<file path="src/rtl/valve_servo_bank_if.sv">
// valve_servo_bank_if
//   Command channel between the instruction decoder and the valve servo bank.
//   Carries one decoded valve command per ready/valid transfer and the
//   error pulse reported for an out-of-range valve index.
//
//   cmd_valid  decoder -> bank   command present
//   cmd_valve  decoder -> bank   valve index (4 bits)
//   cmd_open   decoder -> bank   1 = open, 0 = close
//   cmd_ready  bank -> decoder   bank can accept a command
//   cmd_err    bank -> decoder   one-cycle pulse on an out-of-range index
//
//   master : the decoder side, slave : the servo bank side.
interface valve_servo_bank_if;
  logic       cmd_valid;
  logic [3:0] cmd_valve;
  logic       cmd_open;
  logic       cmd_ready;
  logic       cmd_err;

  modport master (
    output cmd_valid,
    output cmd_valve,
    output cmd_open,
    input  cmd_ready,
    input  cmd_err
  );

  modport slave (
    input  cmd_valid,
    input  cmd_valve,
    input  cmd_open,
    output cmd_ready,
    output cmd_err
  );
endinterface

</file>
<file path="src/rtl/valve_servo_bank.sv">
// valve_servo_bank
//   Multi-channel hobby-servo PWM stage. Accepts valve open/close commands over
//   a ready/valid channel and drives one PWM line per valve. New pulse widths
//   only take effect on a frame boundary, so every pulse on a pin is complete.
//
//   Optional feature macro: SERVO_SLEW_EN
//     When defined, widths walk toward their targets by at most SLEW_STEP per
//     frame and the bank stays busy until every channel has arrived.
//
//   Ports
//     clk          system clock
//     rst          asynchronous active-low reset
//     cmd          slave side of valve_servo_bank_if (command channel)
//     pwm          servo PWM lines, one per valve (registered)
//     valve_state  commanded position per valve, 1 = open (registered)
//     settled      idle with every width at its target (registered)
module valve_servo_bank #(
  parameter int NUM_VALVES = 4,
  parameter int PERIOD_CYC = 2000000,
  parameter int OPEN_CYC   = 200000,
  parameter int CLOSED_CYC = 100000
`ifdef SERVO_SLEW_EN
  , parameter int SLEW_STEP = 10000
`endif
) (
  input  logic                  clk,
  input  logic                  rst,
  valve_servo_bank_if.slave     cmd,
  output logic [NUM_VALVES-1:0] pwm,
  output logic [NUM_VALVES-1:0] valve_state,
  output logic                  settled
);

  localparam int CW = (PERIOD_CYC > 1) ? $clog2(PERIOD_CYC) : 1;
  localparam logic [CW-1:0] LAST_W   = CW'(PERIOD_CYC - 1);
  localparam logic [CW-1:0] OPEN_W   = CW'(OPEN_CYC);
  localparam logic [CW-1:0] CLOSED_W = CW'(CLOSED_CYC);
  localparam logic [CW-1:0] ONE_W    = CW'(1);
  localparam logic [4:0]    NUM_W    = 5'(NUM_VALVES);

`ifdef SERVO_SLEW_EN
  localparam logic [CW-1:0] STEP_W = CW'(SLEW_STEP);

  typedef enum logic [1:0] {ST_IDLE = 2'd0, ST_PENDING = 2'd1, ST_SLEWING = 2'd2} state_t;

  // One frame's move from cur toward tgt, clamped so it never passes tgt.
  function automatic logic [CW-1:0] slew_toward(input logic [CW-1:0] cur,
                                                input logic [CW-1:0] tgt);
    logic [CW-1:0] res;
    if (cur < tgt) begin
      if ((tgt - cur) > STEP_W) res = cur + STEP_W;
      else                      res = tgt;
    end else if (cur > tgt) begin
      if ((cur - tgt) > STEP_W) res = cur - STEP_W;
      else                      res = tgt;
    end else begin
      res = cur;
    end
    return res;
  endfunction
`else
  typedef enum logic [1:0] {ST_IDLE = 2'd0, ST_PENDING = 2'd1} state_t;
`endif

  state_t                state_r, state_nx_s;
  logic [CW-1:0]         frame_cnt_r;
  logic [CW-1:0]         target_r    [NUM_VALVES];
  logic [CW-1:0]         width_r     [NUM_VALVES];
  logic [CW-1:0]         target_nx_s [NUM_VALVES];
  logic [CW-1:0]         width_nx_s  [NUM_VALVES];
  logic [NUM_VALVES-1:0] vstate_r, vstate_nx_s;
  logic [NUM_VALVES-1:0] pwm_r;
  logic                  cmd_ready_r, cmd_err_r, cmd_err_nx_s;
  logic                  settled_r, settled_nx_s;
  logic                  boundary_s, valid_idx_s;

  // The wrap cycle of the frame counter is the only point widths may change.
  assign boundary_s  = (frame_cnt_r == LAST_W);
  assign valid_idx_s = ({1'b0, cmd.cmd_valve} < NUM_W);

  // Next-state, next-target and next-width logic for the command FSM.
  always_comb begin
    state_nx_s   = state_r;
    target_nx_s  = target_r;
    width_nx_s   = width_r;
    vstate_nx_s  = vstate_r;
    cmd_err_nx_s = 1'b0;
    settled_nx_s = 1'b0;
    case (state_r)
      ST_IDLE: begin
        if (cmd.cmd_valid && valid_idx_s) begin
          for (int i = 0; i < NUM_VALVES; i++) begin
            if (cmd.cmd_valve == 4'(i)) begin
              target_nx_s[i] = cmd.cmd_open ? OPEN_W : CLOSED_W;
              vstate_nx_s[i] = cmd.cmd_open;
            end else begin
              target_nx_s[i] = target_r[i];
              vstate_nx_s[i] = vstate_r[i];
            end
          end
          state_nx_s = ST_PENDING;
        end else if (cmd.cmd_valid) begin
          cmd_err_nx_s = 1'b1;
        end else begin
          state_nx_s = ST_IDLE;
        end
      end
`ifdef SERVO_SLEW_EN
      ST_PENDING, ST_SLEWING: begin
        if (boundary_s) begin
          state_nx_s = ST_IDLE;
          for (int i = 0; i < NUM_VALVES; i++) begin
            width_nx_s[i] = slew_toward(width_r[i], target_r[i]);
            if (width_nx_s[i] != target_r[i]) state_nx_s = ST_SLEWING;
            else                              state_nx_s = state_nx_s;
          end
        end else begin
          state_nx_s = state_r;
        end
      end
`else
      ST_PENDING: begin
        if (boundary_s) begin
          width_nx_s = target_r;
          state_nx_s = ST_IDLE;
        end else begin
          state_nx_s = ST_PENDING;
        end
      end
`endif
      default: begin
        state_nx_s = ST_IDLE;
      end
    endcase
    // settled is computed from next values so it moves together with cmd_ready.
    settled_nx_s = (state_nx_s == ST_IDLE);
    for (int i = 0; i < NUM_VALVES; i++) begin
      if (width_nx_s[i] != target_nx_s[i]) settled_nx_s = 1'b0;
      else                                 settled_nx_s = settled_nx_s;
    end
  end

  // Frame counter, PWM pins, channel widths/targets and handshake registers.
  always_ff @(posedge clk or negedge rst) begin
    if (!rst) begin
      state_r     <= ST_IDLE;
      frame_cnt_r <= {CW{1'b0}};
      for (int i = 0; i < NUM_VALVES; i++) begin
        target_r[i] <= CLOSED_W;
        width_r[i]  <= CLOSED_W;
      end
      vstate_r    <= {NUM_VALVES{1'b0}};
      pwm_r       <= {NUM_VALVES{1'b0}};
      cmd_ready_r <= 1'b1;
      cmd_err_r   <= 1'b0;
      settled_r   <= 1'b1;
    end else begin
      state_r     <= state_nx_s;
      frame_cnt_r <= boundary_s ? {CW{1'b0}} : (frame_cnt_r + ONE_W);
      for (int i = 0; i < NUM_VALVES; i++) begin
        pwm_r[i]    <= (frame_cnt_r < width_r[i]);
        target_r[i] <= target_nx_s[i];
        width_r[i]  <= width_nx_s[i];
      end
      vstate_r    <= vstate_nx_s;
      cmd_ready_r <= (state_nx_s == ST_IDLE);
      cmd_err_r   <= cmd_err_nx_s;
      settled_r   <= settled_nx_s;
    end
  end

  assign cmd.cmd_ready = cmd_ready_r;
  assign cmd.cmd_err   = cmd_err_r;
  assign pwm           = pwm_r;
  assign valve_state   = vstate_r;
  assign settled       = settled_r;

endmodule

</file>
<file path="src/flat_wrapper.sv">
// flat-port wrapper written by rule: the top's interface ports become plain ports
module valve_servo_bank_flat 
#(
  parameter int NUM_VALVES = 4,
  parameter int PERIOD_CYC = 2000000,
  parameter int OPEN_CYC   = 200000,
  parameter int CLOSED_CYC = 100000

)
  (clk, rst, pwm, valve_state, settled, cmd_cmd_valid, cmd_cmd_valve, cmd_cmd_open, cmd_cmd_ready, cmd_cmd_err);
  valve_servo_bank_if cmd_i ();
  input  logic clk;
  input  logic rst;
  output logic [NUM_VALVES-1:0] pwm;
  output logic [NUM_VALVES-1:0] valve_state;
  output logic settled;
  input wire logic [$bits(cmd_i.cmd_valid)-1:0] cmd_cmd_valid;
  input wire logic [$bits(cmd_i.cmd_valve)-1:0] cmd_cmd_valve;
  input wire logic [$bits(cmd_i.cmd_open)-1:0] cmd_cmd_open;
  output wire logic [$bits(cmd_i.cmd_ready)-1:0] cmd_cmd_ready;
  output wire logic [$bits(cmd_i.cmd_err)-1:0] cmd_cmd_err;
  assign cmd_i.cmd_valid = cmd_cmd_valid;
  assign cmd_i.cmd_valve = cmd_cmd_valve;
  assign cmd_i.cmd_open = cmd_cmd_open;
  assign cmd_cmd_ready = cmd_i.cmd_ready;
  assign cmd_cmd_err = cmd_i.cmd_err;
  valve_servo_bank #(.NUM_VALVES(NUM_VALVES), .PERIOD_CYC(PERIOD_CYC), .OPEN_CYC(OPEN_CYC), .CLOSED_CYC(CLOSED_CYC)) u_core (.clk(clk), .rst(rst), .cmd(cmd_i), .pwm(pwm), .valve_state(valve_state), .settled(settled));
endmodule
</file>
<file path="config.mk">
export PLATFORM = sky130hd
export DESIGN_NAME = valve_servo_bank_flat
export DESIGN_NICKNAME = d
export VERILOG_FILES = /design/src/rtl/valve_servo_bank_if.sv /design/src/rtl/valve_servo_bank.sv /design/src/flat_wrapper.sv
export SDC_FILE = /design/constraint.sdc
export NUM_CORES = 1
export LEC_CHECK = 0
export ABC_CLOCK_PERIOD_IN_PS = 3800
export CAP_MARGIN = 0
export CORE_ASPECT_RATIO = 0.9
export CORE_UTILIZATION = 63
export DETAILED_ROUTE_END_ITERATION = 12
export PLACE_DENSITY = 0.9
export SLEW_MARGIN = 20
export SYNTH_ARGS = -nofsm -noshare
export SYNTH_HDL_FRONTEND = slang
export SYNTH_SLANG_ARGS = --single-unit
export TNS_END_PERCENT = 30
</file>
<file path="constraint.sdc">
create_clock -name clk -period 3.8 [get_ports clk]
set_input_delay 0.76 -clock clk [delete_from_list [all_inputs] [get_ports clk]]
set_output_delay 0.76 -clock clk [all_outputs]
set_load 0.01 [all_outputs]
</file>
Figure 1. Placement by cell class.
Drawn at 2 px/µm.
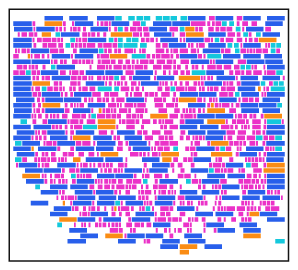
color	class	cells	share of their area
cyan	other buffers and delay cells	74	5.9%
magenta	all other logic	855	45%
orange	clock drivers and dummy loads	40	6.7%
blue	flops	202	43%
row cnt: 44
final core occ: 0.7498

Figure 2. Sequential cells colored by netlist name.
Drawn at 2 px/µm.
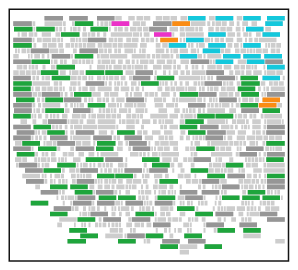
color	netlist name	placed flops
cyan	`u_core.frame_cnt_r`	21
magenta	`u_core.state_r`	2
green	`u_core.target_r`	84
orange	`u_core.pwm`	4
total sequential power: 2.38 mW
register area: 5117 µm²
sequential cell area share: 0.4188

-- cell type report --
type | count | area (µm²) | share of cell area
Clock buffer | 32 | 659.4 | 0.05397
Clock inverter | 8 | 146.4 | 0.01198
Inverter | 133 | 499.2 | 0.04086
Multi-Input combinational cell | 722 | 4832 | 0.3955
Sequential cell | 202 | 5117 | 0.4188
Tap cell | 207 | 259.0 | 0.02120
Timing Repair Buffer | 74 | 704.4 | 0.05765
-- flip-flops by register name (all words and copies together) (netlist names) --
| register | cells |
|---|---|
| u_core.state_r | 2 |
| u_core.cmd.cmd_ready | 1 |
| u_core.cmd.cmd_err | 1 |
| u_core.width_r | 84 |
| u_core.settled | 1 |
| u_core.target_r | 84 |
| u_core.frame_cnt_r | 21 |
| u_core.pwm | 4 |
| u_core.valve_state | 4 |
-- cell families (layout without fill, tap and decap cells) --
| kind of cell | Yosys count | in the layout | share of synthesized area |
|---|---|---|---|
| and+or+nand+nor | 315 | 315 | 0.1557 |
| DFF | 202 | 202 | 0.4821 |
| other | 1 | 1 | 0.0003533 |
| muxes | 1 | 1 | 0.001061 |
| adders and majority gates | 81 | 81 | 0.09547 |
| xor gates and xnor gates | 29 | 29 | 0.02393 |
| buffers and inverters | 172 | 247 | 0.06424 |
| AOI/OAI and AO/OA | 295 | 295 | 0.1772 |
-- where the power goes --
part           total [mW]  internal [mW]  switching [mW]
sequential           2.38           2.30          0.0783
combinational       0.444          0.188           0.256
clock                2.36           1.48           0.883
total                5.18           3.97            1.22
-- layer usage --
metal  up-vias  global-route usage  wire, µm
met4         0              0.2118      2068
met3       163              0.1072      4266
li1       3967                   -         -
met5         -                   0         0
met2       684              0.5799     13980
met1      4405              0.5274     12610
==> results.toml <==
# physical design summary
[grt]
grt_max_degree = 104
grt_pass1_wl_um = 51540
grt_usage = 0.3918
grt_antenna_before_repair = 0

[worst_setup_path]
arrival_ns = 4.02
critPathMostFrequentCell = "nor4b_1"
critPathLaunch = "u_core.frame_cnt_r[8]$_DFF_PN0_"
slowest_delay_ns = 0.66
worstSetupEndpoint = "u_core.settled$_DFF_PN1_"
path_depth = 9
regToRegStartpoint = "u_core.frame_cnt_r[8]$_DFF_PN0_"
cp_data_required_time_ns = 4.22
cpLargestDelayFamily = "simple AND/OR/NAND/NOR gates"
path_cells = "nor4b_1, and4b_2, nand2_1, buf_4, a21boi_0, a2bb2oi_1, nor4b_1, nand4_1, nor4_2"
worst_path_max_delay_cell = "and4b_2"
reg2reg_depth = 9

[placed_design]
hpwlAfterDp_um = 23190
dp.cells = 1338
io_buffers = 18
placed_cell_area_um2 = 11410
globalplace.congestion = 1.020
place_ws_ns = 0.09278

[job]
cap_violations = 0

[logic_synthesis]
avgSynthCellArea_um2 = 9.685
synthesis.area_um2 = 10620
top_cells_by_count = "dfrtp_1, inv_1, o21ai_0"
flop_cell = "dfrtp_1"
yosys_warnings = 0
most_common_cell = "dfrtp_1"
synth_flop_count = 202
yosysSeqAreaShare = 0.4821
topCellsByArea = "dfrtp_1, dfstp_2, ha_1, o21ai_0, inv_1"
ys_area_um2 = 10620
synth.distinct_cells = 68

[clocking]
cts.repair.resized = 0
cts_root_buf = "clkbuf_16"
cts_tree = "yes"
clk_pin_slew_ns = 0.06
htreeDepth = 1
clock_path_buffers = 3

[cells_and_area]
final_cell_mix = "dfrtp_1, inv_1, o21ai_0"
fill_cells = 1072
nets = 1244
lay_top_count = "dfrtp_1"
drive_gt1_frac = 0.1341
fin_area_um2 = 12220
antenna_cells = 0
final_cells = 1378

[route]
drtIter0Drc = 1509
first_pass_iters = 8
via_count = 9219
final_antenna_net_count = 0
wire_per_inst_um = 23.89
totalWireLength_um = 32920
drc = 0

[timing]
slew_violations = 0
fin_crit_sh = 0.9465
rsz0062_at_grt = "no"
max_freq_mhz = 278.0
fin_ws_ns = 0.2033
slew_headroom = 0.4538
setup-violations-final = 0
holdWs_ns = 0.3163
period_minus_slack_ns = 3.597
hold_viol = 0

[floorplanning]
die_h_um = 125.1
chipArea_um2 = 17370

[pwr]
peakVddDrop_v = 0.0003695
p_per_area_nw_per_um2 = 424.2
totalPowerFinal_mw = 5.183

[run_status]
outcome = "finished, final reports clean"

[worst_hold_path]
hold_class = "input port to asynchronous set/reset pin"
Power figures rest on the tool's default switching activity, not on a simulated workload.
